--- src/rtl/mult_seq_ctrl.sv ---
// ---------------------------------------------------------------------------
// mult_seq_ctrl
//   Sequencing controller and shift-add datapath for the unsigned
//   A_WIDTH x B_WIDTH sequential multiplier. The controller drives an external
//   iteration counter (WIDTH=CNT_WIDTH, MAX_COUNT=A_WIDTH-1) through a
//   registered enable and a registered clear. It cross-checks the counter's
//   value against its own iteration index on every step.
//
// Ports
//   clk        in   system clock, rising edge
//   reset_n    in   asynchronous active-low reset
//   in_valid   in   operands valid
//   in_ready   out  operands accepted (high only while idle)
//   a_in       in   multiplier, unsigned, A_WIDTH bits
//   b_in       in   multiplicand, unsigned, B_WIDTH bits
//   cnt_en     out  registered enable to the iteration counter
//   cnt_clr    out  registered clear to the iteration counter (active high)
//   cnt_value  in   current count from the iteration counter
//   out_valid  out  product valid
//   out_ready  in   downstream accepts product
//   product    out  unsigned product, A_WIDTH+B_WIDTH bits, stable while valid
//   busy       out  high while loading or iterating
//   cnt_err    out  sticky: counter value disagreed with the iteration index
// ---------------------------------------------------------------------------
module mult_seq_ctrl #(
  parameter int A_WIDTH   = 16,
  parameter int B_WIDTH   = 24,
  parameter int CNT_WIDTH = 5
) (
  input  logic                       clk,
  input  logic                       reset_n,
  input  logic                       in_valid,
  output logic                       in_ready,
  input  logic [A_WIDTH-1:0]         a_in,
  input  logic [B_WIDTH-1:0]         b_in,
  output logic                       cnt_en,
  output logic                       cnt_clr,
  input  logic [CNT_WIDTH-1:0]       cnt_value,
  output logic                       out_valid,
  input  logic                       out_ready,
  output logic [A_WIDTH+B_WIDTH-1:0] product,
  output logic                       busy,
  output logic                       cnt_err
);

  localparam int P_W = A_WIDTH + B_WIDTH;
  localparam logic [CNT_WIDTH-1:0] LAST_IDX = CNT_WIDTH'(A_WIDTH - 1);

  typedef enum logic [1:0] {
    S_IDLE = 2'd0,
    S_LOAD = 2'd1,
    S_RUN  = 2'd2,
    S_DONE = 2'd3
  } state_t;

  state_t               state_q, state_d;
  logic [P_W-1:0]       acc_q, acc_d;
  logic [B_WIDTH-1:0]   mcand_q, mcand_d;
  logic [CNT_WIDTH-1:0] idx_q, idx_d;
  logic                 cnt_en_q, cnt_en_d;
  logic                 cnt_clr_q, cnt_clr_d;
  logic                 cnt_err_q, cnt_err_d;

  // One shift-add step. The accumulator holds the partial product in its
  // upper B_WIDTH bits and the not-yet-consumed multiplier bits in its lower
  // A_WIDTH bits. The carry of the add becomes the new MSB after the right
  // shift, and the consumed multiplier LSB falls off the bottom, so the
  // shifted result fits exactly in A_WIDTH+B_WIDTH bits.
  function automatic logic [P_W-1:0] shift_add_step(
    input logic [P_W-1:0]     acc,
    input logic [B_WIDTH-1:0] mcand
  );
    logic [B_WIDTH:0] sum;
    sum = {1'b0, acc[P_W-1:A_WIDTH]};
    if (acc[0]) begin
      sum = sum + {1'b0, mcand};
    end
    return {sum, acc[A_WIDTH-1:1]};
  endfunction

  // Next-state / datapath logic
  always_comb begin
    state_d   = state_q;
    acc_d     = acc_q;
    mcand_d   = mcand_q;
    idx_d     = idx_q;
    cnt_en_d  = cnt_en_q;
    cnt_clr_d = cnt_clr_q;
    cnt_err_d = cnt_err_q;

    case (state_q)
      S_IDLE: begin
        if (in_valid) begin
          mcand_d   = b_in;
          acc_d     = {{B_WIDTH{1'b0}}, a_in};
          cnt_err_d = 1'b0;
          // Release the counter clear so it is low from LOAD onward.
          cnt_clr_d = 1'b0;
          state_d   = S_LOAD;
        end
      end

      S_LOAD: begin
        // Enable goes high together with entry to RUN, so the counter reads
        // 0 on the first iteration and advances in lockstep with idx.
        cnt_en_d = 1'b1;
        idx_d    = '0;
        state_d  = S_RUN;
      end

      S_RUN: begin
        acc_d = shift_add_step(acc_q, mcand_q);
        if (cnt_value != idx_q) begin
          cnt_err_d = 1'b1;
        end
        idx_d = idx_q + 1'b1;
        if (idx_q == LAST_IDX) begin
          // The counter wraps to 0 on this same edge at MAX_COUNT.
          cnt_en_d = 1'b0;
          state_d  = S_DONE;
        end
      end

      S_DONE: begin
        if (out_ready) begin
          cnt_clr_d = 1'b1;
          state_d   = S_IDLE;
        end
      end

      default: begin
        state_d = S_IDLE;
      end
    endcase
  end

  // Control and accumulator registers
  always_ff @(posedge clk or negedge reset_n) begin
    if (!reset_n) begin
      state_q   <= S_IDLE;
      acc_q     <= '0;
      idx_q     <= '0;
      cnt_en_q  <= 1'b0;
      cnt_clr_q <= 1'b1;
      cnt_err_q <= 1'b0;
    end else begin
      state_q   <= state_d;
      acc_q     <= acc_d;
      idx_q     <= idx_d;
      cnt_en_q  <= cnt_en_d;
      cnt_clr_q <= cnt_clr_d;
      cnt_err_q <= cnt_err_d;
    end
  end

  // Multiplicand register: only ever read after an accept reloads it, so it
  // carries no reset.
  always_ff @(posedge clk) begin
    mcand_q <= mcand_d;
  end

  // Outputs
  assign in_ready  = (state_q == S_IDLE);
  assign out_valid = (state_q == S_DONE);
  assign busy      = (state_q == S_LOAD) || (state_q == S_RUN);
  assign product   = acc_q;
  assign cnt_en    = cnt_en_q;
  assign cnt_clr   = cnt_clr_q;
  assign cnt_err   = cnt_err_q;

endmodule

--- config.mk ---
export PLATFORM = sky130hd
export DESIGN_NAME = mult_seq_ctrl
export DESIGN_NICKNAME = d
export VERILOG_FILES = /design/src/rtl/mult_seq_ctrl.sv
export SDC_FILE = /design/constraint.sdc
export NUM_CORES = 1
export LEC_CHECK = 0
export ABC_AREA = 0
export CORE_MARGIN = 5
export CORE_UTILIZATION = 51
export DETAILED_ROUTE_END_ITERATION = 12
export GPL_ROUTABILITY_DRIVEN = 0
export PLACE_DENSITY = 0.81
export SLEW_MARGIN = 25
export SYNTH_ARGS = -nofsm -noshare
export SYNTH_HDL_FRONTEND = slang
export SYNTH_SLANG_ARGS = --single-unit
--- constraint.sdc ---
create_clock -name clk -period 3.04 [get_ports clk]
set_clock_uncertainty 0.1 [all_clocks]
set_input_delay 0.912 -clock clk [delete_from_list [all_inputs] [get_ports clk]]
set_output_delay 0.912 -clock clk [all_outputs]
set_load 0.1 [all_outputs]
Figure 1. Sequential cells grouped by signal name (run 1).
Bar = 20 µm. Other sequential cells in the stronger grey, the rest of the logic in the fainter grey.
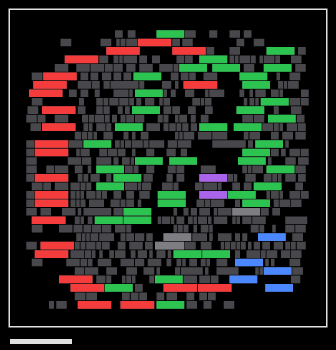
green -> product  # sequential cells 40
blue -> idx_q  # sequential cells 5, where lower right
red -> mcand_q  # sequential cells 24
purple -> state_q  # sequential cells 2
not coloured = 3
fraction of the core area covered by cells at the end of the flow: 0.670
sequential cell area: 1970 µm²
fraction of area in registers: 0.360

Figure 2. Clock nets (run 1).
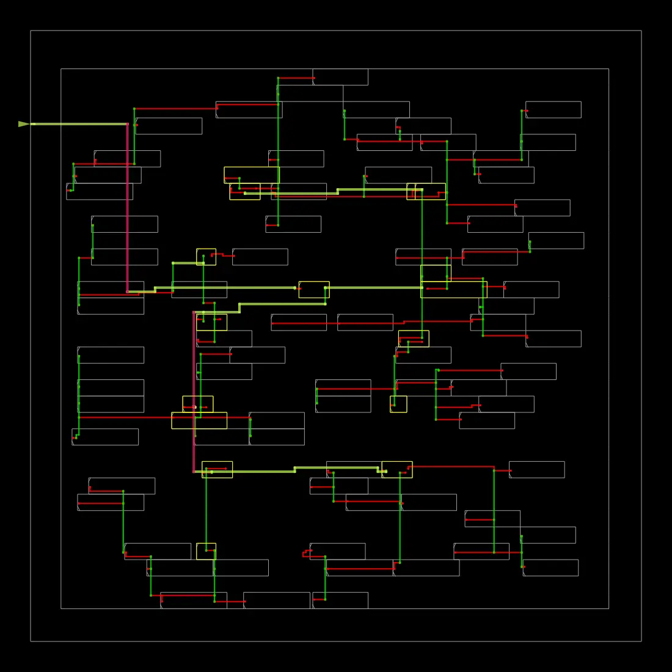
count of flip-flops and latches: 74
CLK BUF: 12

==> out/notes.md, run 1 <==
• finished clean — result of the run
• dfrtp_1 — Dominant flop cell
• 0 — diode count
• 625 — Cell Count, Final, Fillers Out
• register — crit end category
• 0.30 ns — reg2reg setup slack
• 10 — number of non-clock inverters in the layout
• 4780 µm — met2 wire len
• 0 — total congestion overflow after global routing
• 0.412 ns — worst hold slack
• dfrtp_1 — post-synthesis cell type with the largest instance count
• 0 — Final Setup Violations
• 5470 µm² — Finished Cell Area
• 5.71 — detail-routed via count per cell
• 0.110 — share of synthesized cell area in and, or, nand and nor gates
• 0.609 — Max-Slew Margin vs Limit
• 5240 µm² — dpl cell area
• 2 — CTS Buffer Depth
• 38 — pin count of the biggest net entering global routing
• 56 — number of distinct standard cells referenced by the synthesized netlist
Figure 3. Drive-strength map (run 1).
Bar = 20 µm.
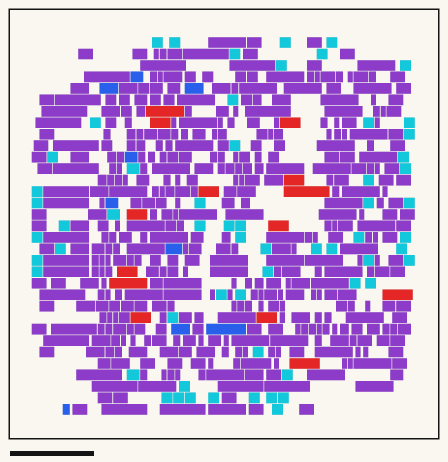
red -> _6 and larger  # cells 14, share 2.7%, most used clkbuf_8
cyan -> _3 and _4 cells  # cells 60, share 12%, most used buf_4
blue -> _2 cells  # cells 9, share 1.7%
purple -> _0 and _1 cells  # cells 437, share 84%, most used dfrtp_1

Figure 4. Clock network drawn from the DEF (run 1).
Bar = 20 µm.
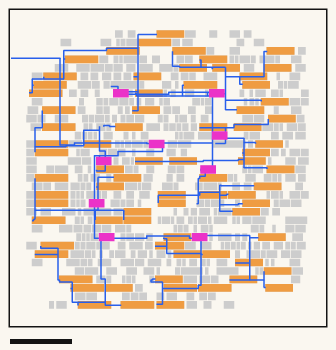
orange -> flip-flops  # count 74
blue -> clock wires  # length 956 µm
magenta -> clock drivers  # count 9
flops lie = all over the die
routed clock nets = 10

Figure 5. Zoomed window (run 1).
Window x 61 to 91, y 10 to 40 µm. Cells in grey, sequential cells in the stronger grey; small squares are vias.
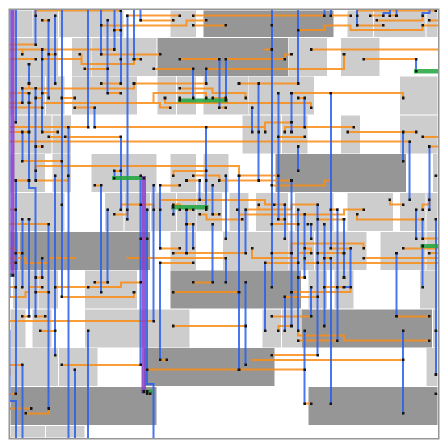

==> run 1 -> run 2 <==
Settings changed: CELL_PAD_IN_SITES_DETAIL_PLACEMENT from default to 1, CELL_PAD_IN_SITES_GLOBAL_PLACEMENT from default to 2, CORE_UTILIZATION 51 to 32, PLACE_DENSITY 0.81 to default, PLACE_DENSITY_LB_ADDON from default to 0.1.
Figure 6. Zoomed window (run 2).
Window x 79 to 109, y 16 to 46 µm. Cells in grey, sequential cells in the stronger grey; small squares are vias.
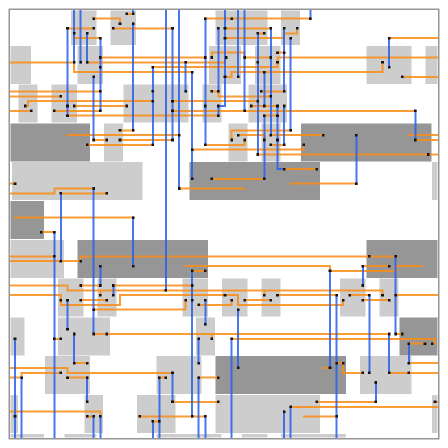
orange -> metal 1
blue -> metal 2
most frequent = nand2_1 (9), o21ai_0 (6), dfrtp_1 (6)
cells with their middle in the window = 40
sequential cells in the window = 6
netlist names of flops here include = idx_q (3), product (3)

==> run 2 against run 1 <==
Compared with the run above: non-clock buffer count did not move; routed wire length rose by 18%; hold slack got worse by 0.0042 ns; via count rose by 0.31%; critical endpoint unchanged.
==> out/notes.md, run 2 <==
• finished clean — result of the run
• 0.361 GHz — peak clock frequency supported by timing
• 0 — Final Setup Violations, unchanged
• 0.110 — share of synthesized cell area in and, or, nand and nor gates, unchanged
• dfrtp_1 — Dominant flop cell
• 56 — number of distinct standard cells referenced by the synthesized netlist, unchanged
• 0.158 — share of layout cells above drive strength 1
• 0 — total congestion overflow after global routing, unchanged
• 1510 — filler cell count in the final layout
• 0 — diode count, unchanged
• 0.564 — Max-Slew Margin vs Limit, -0.0455
• 0.27 ns — reg2reg setup slack, -0.03 ns
• dfrtp_1 — post-synthesis cell type with the largest instance count
• 5.15 — detail-routed via count per cell, -9.9%
• 0.425 — fraction of the core area covered by cells at the end of the flow, -0.245
• 74 — clk sink count
• 1970 µm² — sequential cell area, unchanged
• 5320 µm² — dpl cell area, +1.5%
• met2 — busiest layer in global routing
• 0.407 ns — worst hold slack, -0.00422 ns
• 0 — initial antenna violation count
• 10 — number of non-clock inverters in the layout, unchanged
• product[11]$_DFFE_PN0P_ — hold_sp
• 696 — Cell Count, Final, Fillers Out, +11%
• 13200 µm² — CORE AREA
• 74 — count of flip-flops and latches, unchanged
• register — crit end category
• 33 — pin count of the biggest net entering global routing, -13%
• 2 — CTS Buffer Depth, unchanged
• 0.44 ns — delay contributed by the slowest stage of the critical path
• register — CP Launch Type
• 5600 µm² — Finished Cell Area, +2.4%
Figure 7. Clock nets (run 2).
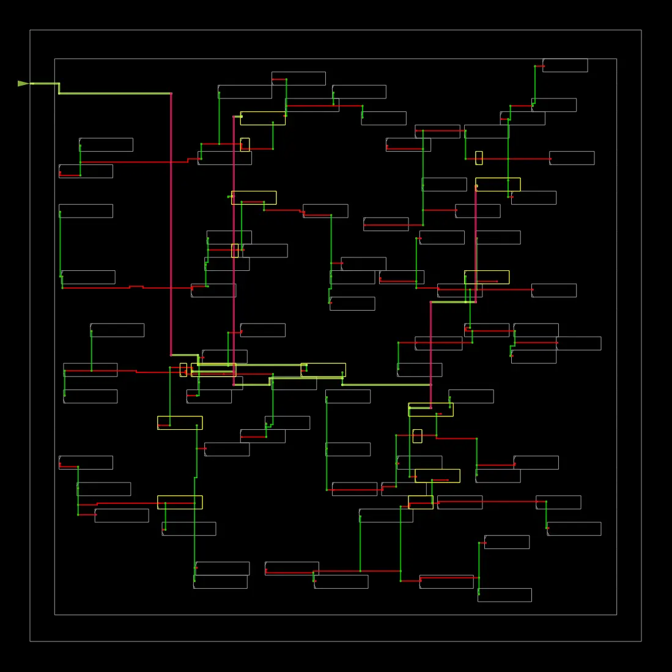
CLK BUF: 14
number of buffers inserted during clock tree synthesis: 9

